Figure 1. Cell density map.
The die is cut into 14 by 14 equal tiles; white is low, dark blue is high, 0 to 100% covered.
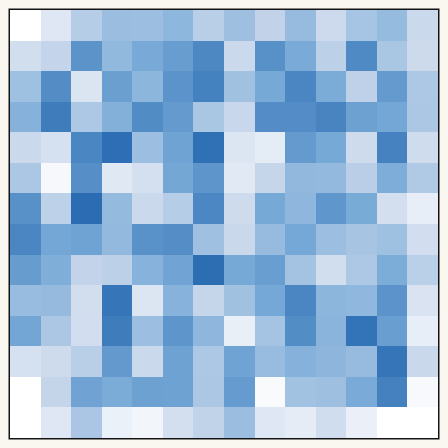
Figure 2. Placement view.
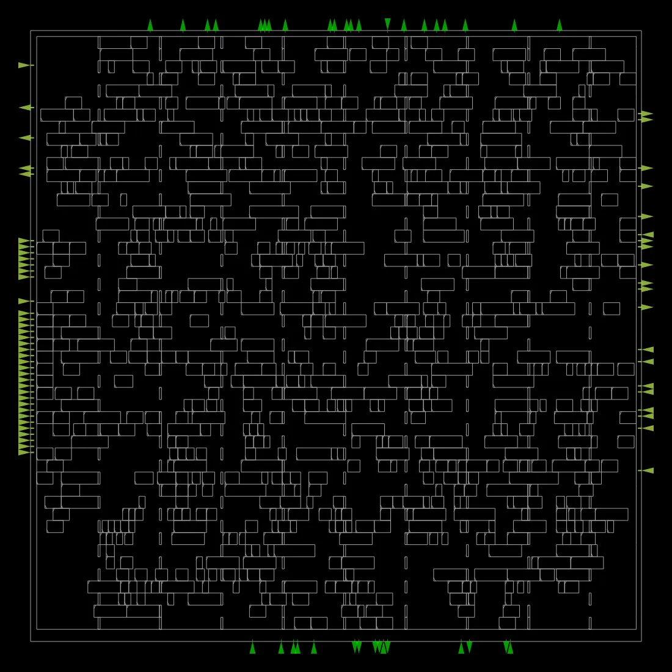
Figure 3. Layout detail.
Region (93, 93) to (113, 113) um. Cells in grey, sequential cells in the stronger grey; small squares are vias.
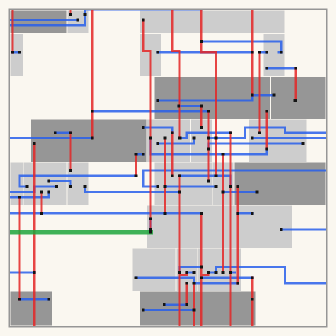
Figure 4. Pin map.
Bar = 50 um. Pins as bars across the die edge, other pins in grey.
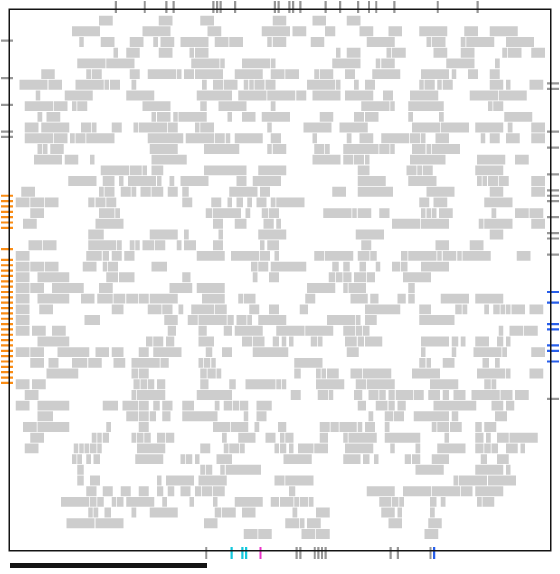
### config.mk
export PLATFORM = sky130hd
export DESIGN_NAME = spi_master_param
export DESIGN_NICKNAME = d
export VERILOG_FILES = /design/src/rtl/spi_master_pkg.sv /design/src/rtl/spi_master_param_clk_gen.sv /design/src/rtl/spi_master_param.sv
export SDC_FILE = /design/constraint.sdc
export NUM_CORES = 1
export LEC_CHECK = 0
export ABC_AREA = 0
export CELL_PAD_IN_SITES_DETAIL_PLACEMENT = 0
export CELL_PAD_IN_SITES_GLOBAL_PLACEMENT = 2
export CORE_MARGIN = 1
export CORE_UTILIZATION = 33
export DETAILED_ROUTE_END_ITERATION = 8
export HOLD_SLACK_MARGIN = 0.08
export PLACE_DENSITY_LB_ADDON = 0.12
export SKIP_CTS_REPAIR_TIMING = 1
export SYNTH_ARGS = -nofsm -noshare
export SYNTH_HDL_FRONTEND = slang
export SYNTH_SLANG_ARGS = --single-unit
### constraint.sdc
create_clock -name clk_i -period 3.5 [get_ports clk_i]
set_input_delay 0.875 -clock clk_i [delete_from_list [all_inputs] [get_ports clk_i]]
set_output_delay 0.875 -clock clk_i [all_outputs]
set_load 0.01 [all_outputs]
### src/rtl/spi_master_pkg.sv
// spi_master_pkg: FSM state encoding and SPI mode constants for the SPI master.
package spi_master_pkg;
  localparam logic [1:0] S_IDLE  = 2'd0;
  localparam logic [1:0] S_SETUP = 2'd1;
  localparam logic [1:0] S_XFER  = 2'd2;
  localparam logic [1:0] S_HOLD  = 2'd3;
  typedef logic [1:0] spi_mode_t;
  localparam spi_mode_t MODE0 = 2'b00;
  localparam spi_mode_t MODE1 = 2'b01;
  localparam spi_mode_t MODE2 = 2'b10;
  localparam spi_mode_t MODE3 = 2'b11;
endpackage

### src/rtl/spi_master_param_clk_gen.sv
// spi_clk_gen: half-period counter producing the SCLK level and leading/trailing edge strobes.
module spi_clk_gen #(
  parameter int W = 8
) (
  input  logic         clk,
  input  logic         rst,
  input  logic         en,
  input  logic         run,
  input  logic         clr,
  input  logic         cpol,
  input  logic [W-1:0] div,
  output logic         tick,
  output logic         lead,
  output logic         trail,
  output logic         sclk
);
  logic [W-1:0] cnt;
  logic         ph;
  always_comb begin
    tick  = en && cnt == div;
    lead  = tick && run && !ph;
    trail = tick && run && ph;
    sclk  = cpol ^ ph;
  end
  always_ff @(posedge clk)
    if (rst || !en || clr) begin
      cnt <= '0;
      ph  <= 1'b0;
    end else begin
      cnt <= tick ? '0 : cnt + W'(1);
      ph  <= ph ^ (tick && run);
    end
endmodule

### src/rtl/spi_master_param.sv
// spi_master_param: multi-byte SPI master with runtime CPOL/CPHA, clock divider, chip select and abort.
module spi_master_param
  import spi_master_pkg::*;
#(
  parameter int MAX_BYTES = 4,
  parameter int NUM_CS    = 2,
  parameter int CLK_DIV_W = 8,
  localparam int TW = 8 * MAX_BYTES,
  localparam int BW = $clog2(MAX_BYTES) + 1,
  localparam int CW = NUM_CS > 1 ? $clog2(NUM_CS) : 1
) (
  input  logic                 clk_i,
  input  logic                 rst_i,
  input  logic                 start_i,
  output logic                 ready_o,
  input  logic                 cpol_i,
  input  logic                 cpha_i,
  input  logic [CLK_DIV_W-1:0] clk_div_i,
  input  logic [CW-1:0]        cs_sel_i,
  input  logic [BW-1:0]        num_bytes_i,
  input  logic                 abort_i,
  input  logic [TW-1:0]        tx_data_i,
  output logic [TW-1:0]        rx_data_o,
  output logic [BW-1:0]        rx_bytes_o,
  output logic                 rx_valid_o,
  output logic                 busy_o,
  output logic                 spi_sclk_o,
  output logic                 spi_mosi_o,
  input  logic                 spi_miso_i,
  output logic [NUM_CS-1:0]    spi_cs_n_o
);
  localparam int PW = BW + 3;
  logic [1:0]           state;
  logic                 arm, cpol_q, cpha_q, abort_q, mosi_q;
  logic [CLK_DIV_W-1:0] div_q;
  logic [CW-1:0]        cs_q;
  logic [BW-1:0]        nb_q;
  logic [TW-1:0]        tx_sr, rx_sr, aligned;
  logic [PW-1:0]        per_cnt;
  logic                 accept, tick, lead, trail, shift_e, samp_e, fin;
  always_comb begin
    ready_o    = state == S_IDLE;
    busy_o     = !ready_o;
    accept     = start_i && ready_o && num_bytes_i != '0 && 32'(num_bytes_i) <= MAX_BYTES && 32'(cs_sel_i) < NUM_CS;
    aligned    = tx_data_i << (8 * (MAX_BYTES - 32'(num_bytes_i)));
    shift_e    = cpha_q ? lead : trail;
    samp_e     = cpha_q ? trail : lead;
    fin        = trail && per_cnt[2:0] == 3'd7 && (per_cnt[PW-1:3] + BW'(1) == nb_q || abort_q || abort_i);
    spi_mosi_o = !ready_o && mosi_q;
    spi_cs_n_o = ready_o ? '1 : ~(NUM_CS'(1) << cs_q);
  end
  // The accept cycle (arm) keeps the divider stopped so SETUP spans one extra cycle before its half-period.
  spi_clk_gen #(.W(CLK_DIV_W)) u_clk_gen (
    .clk   (clk_i),
    .rst   (rst_i),
    .en    ((state == S_SETUP && !arm) || state == S_XFER || state == S_HOLD),
    .run   (state == S_XFER),
    .clr   (state == S_SETUP && abort_i),
    .cpol  (cpol_q),
    .div   (div_q),
    .tick  (tick),
    .lead  (lead),
    .trail (trail),
    .sclk  (spi_sclk_o)
  );
  always_ff @(posedge clk_i)
    if (rst_i) begin
      state      <= S_IDLE;
      arm        <= 1'b0;
      cpol_q     <= 1'b0;
      cpha_q     <= 1'b0;
      abort_q    <= 1'b0;
      mosi_q     <= 1'b0;
      div_q      <= '0;
      cs_q       <= '0;
      nb_q       <= '0;
      tx_sr      <= '0;
      rx_sr      <= '0;
      per_cnt    <= '0;
      rx_valid_o <= 1'b0;
      rx_data_o  <= '0;
      rx_bytes_o <= '0;
    end else begin
      rx_valid_o <= 1'b0;
      arm        <= 1'b0;
      if (state == S_IDLE && accept) begin
        state   <= S_SETUP;
        arm     <= 1'b1;
        cpol_q  <= cpol_i;
        cpha_q  <= cpha_i;
        div_q   <= clk_div_i;
        cs_q    <= cs_sel_i;
        nb_q    <= num_bytes_i;
        abort_q <= 1'b0;
        per_cnt <= '0;
        rx_sr   <= '0;
        {mosi_q, tx_sr} <= cpha_i ? {1'b0, aligned} : {aligned, 1'b0};
      end
      if (state == S_SETUP) state <= abort_i ? S_HOLD : tick ? S_XFER : S_SETUP;
      if (state == S_XFER) begin
        abort_q <= abort_q || abort_i;
        if (samp_e) rx_sr <= {rx_sr[TW-2:0], spi_miso_i};
        if (shift_e) {mosi_q, tx_sr} <= {tx_sr, 1'b0};
        if (trail) per_cnt <= per_cnt + PW'(1);
        if (fin) state <= S_HOLD;
      end
      if (state == S_HOLD && tick) begin
        state      <= S_IDLE;
        rx_valid_o <= 1'b1;
        rx_data_o  <= rx_sr;
        rx_bytes_o <= per_cnt[PW-1:3];
      end
    end
endmodule
==> changes_impl.md <==
### Changed

* Post-synth EDFFs at 0
* Number of global-route vias before repair at 4,801
* All-Layer GR Usage at 17.2%
* Reg2reg start: u_clk_gen.cnt[0]
* GPL Wtd Cong at 0.786
* Reg2reg setup slack at 550 ps
* Via Count at 5,063
* Maximum clock insertion buffer count at 2
* Placed Area at a little over 7000 um^2
* H-tree Lvls at 4
* Area fraction in xor and xnor cells at 2.75%
* Slew @ Worst Pin at 696 ps
* Die X at roughly 140 um
* Number of max-cap violations at 0
* Hold Crit Start: div_q[0]
* Min-delay worst type: register to register
* Data required time of the worst path at between 3000 and 4000 ps
* Syn_area_per_cell at around 9.1 um^2
* RSZ-0062 raised after global routing: false
* Remaining DRCs at 0
* Die height at 137 um
* Setup TNS at 0 ps
* Synth mux share at 12.3%
* Status: finished clean
* Power per Cell Area at 483 nW/um^2
* Most frequent cells after synthesis: dfxtp_1 (134), nor2_1 (107), nand2_1 (62)
* Kind of critical path: input port to register
* Drt initial violations at 293
* Biggest area cells: dfxtp_1 (44%), mux2i_1 (7.1%), nor2_1 (6.6%)
* CP Capture Point: tx_sr[6]
* Distinct lib cells used at approximately 45
* Clock Latency Late Sink at 410 ps
* Final wirelength at about 15 mm
* Min Hold Slack at 468 ps
* Synth top cell by count: dfxtp_1
* Nets at 802
* Adder Area Share at 1.86%
* Commonest Layout Cell: dfxtp_1
* Largest net degree at the start of global routing at approximately 42
* Antenna violations before repair at 0
-- Figure 1 (at the start) --
- nearly empty tiles: 2.6%
- tiles over 75% full: 1.0%
- fullest tile: 76%
- mean over tiles: 40%
core footprint: 18,000 um^2
fin util: 43.1%
Init Core Util: 33.6%

-- Figure 2 (at the start) --
Layout fillers: 1,750
final cell count without fillers: 984
row count: 49
TAP cells: 229
sequential share of cell area: 34.7%

-- Figure 3 (at the start) --
- red: metal 2
- green: metal 3
- blue: metal 1
- cells with their middle in the window: 19
- netlist names of flops here include: rx_sr (3), rx_data_o (1)
- most frequent: nor2_1 (6), dfxtp_1 (4), a22oi_1 (3)
- sequential cells in the window: 4

-- Figure 4 (at the start) --
- magenta: start_i (pins 1; direction input; edge bottom)
- cyan: num_bytes_i (pins 3; direction input; edge bottom)
- blue: clk_div_i (pins 8; direction input; edge 7 right, 1 bottom)
- orange: tx_data_i (pins 32; direction input; edge left)
- all pins by edge: 37 left, 21 top, 20 right, 15 bottom

worst max-delay path: stages:
cell             delay, ps
clkdlybuf4s50_1        490
inv_1                  100
ha_1                   220
ha_1                   210
nor4_4                 370
nand2_4                230
nor3_4                 410
a21oi_1                120
a211oi_1               280
power breakdown:
part           leakage [uW]  internal, uW  switching, uW
registers           0.00108          1550           20.1
clock network      0.000286          1070            715
logic               0.00136           168            214
total               0.00273          2790            949
final cells by class:
cell class	count	area [um^2]
fillers	1750	10200
multi-input cells	471	3090
flip-flops and latches	134	2680
repair buffers	109	1050
clock buffers	18	429
well taps	229	287
clock inverters	14	164
inverters	9	33.8
layer usage:
metal	GRT usage, %	part of all wire, %
met4	5.74	1.2
met5	0	0
met3	3.72	4.3
met2	27.0	46
met1	23.3	49
Power is estimated from default activity; no workload was simulated.
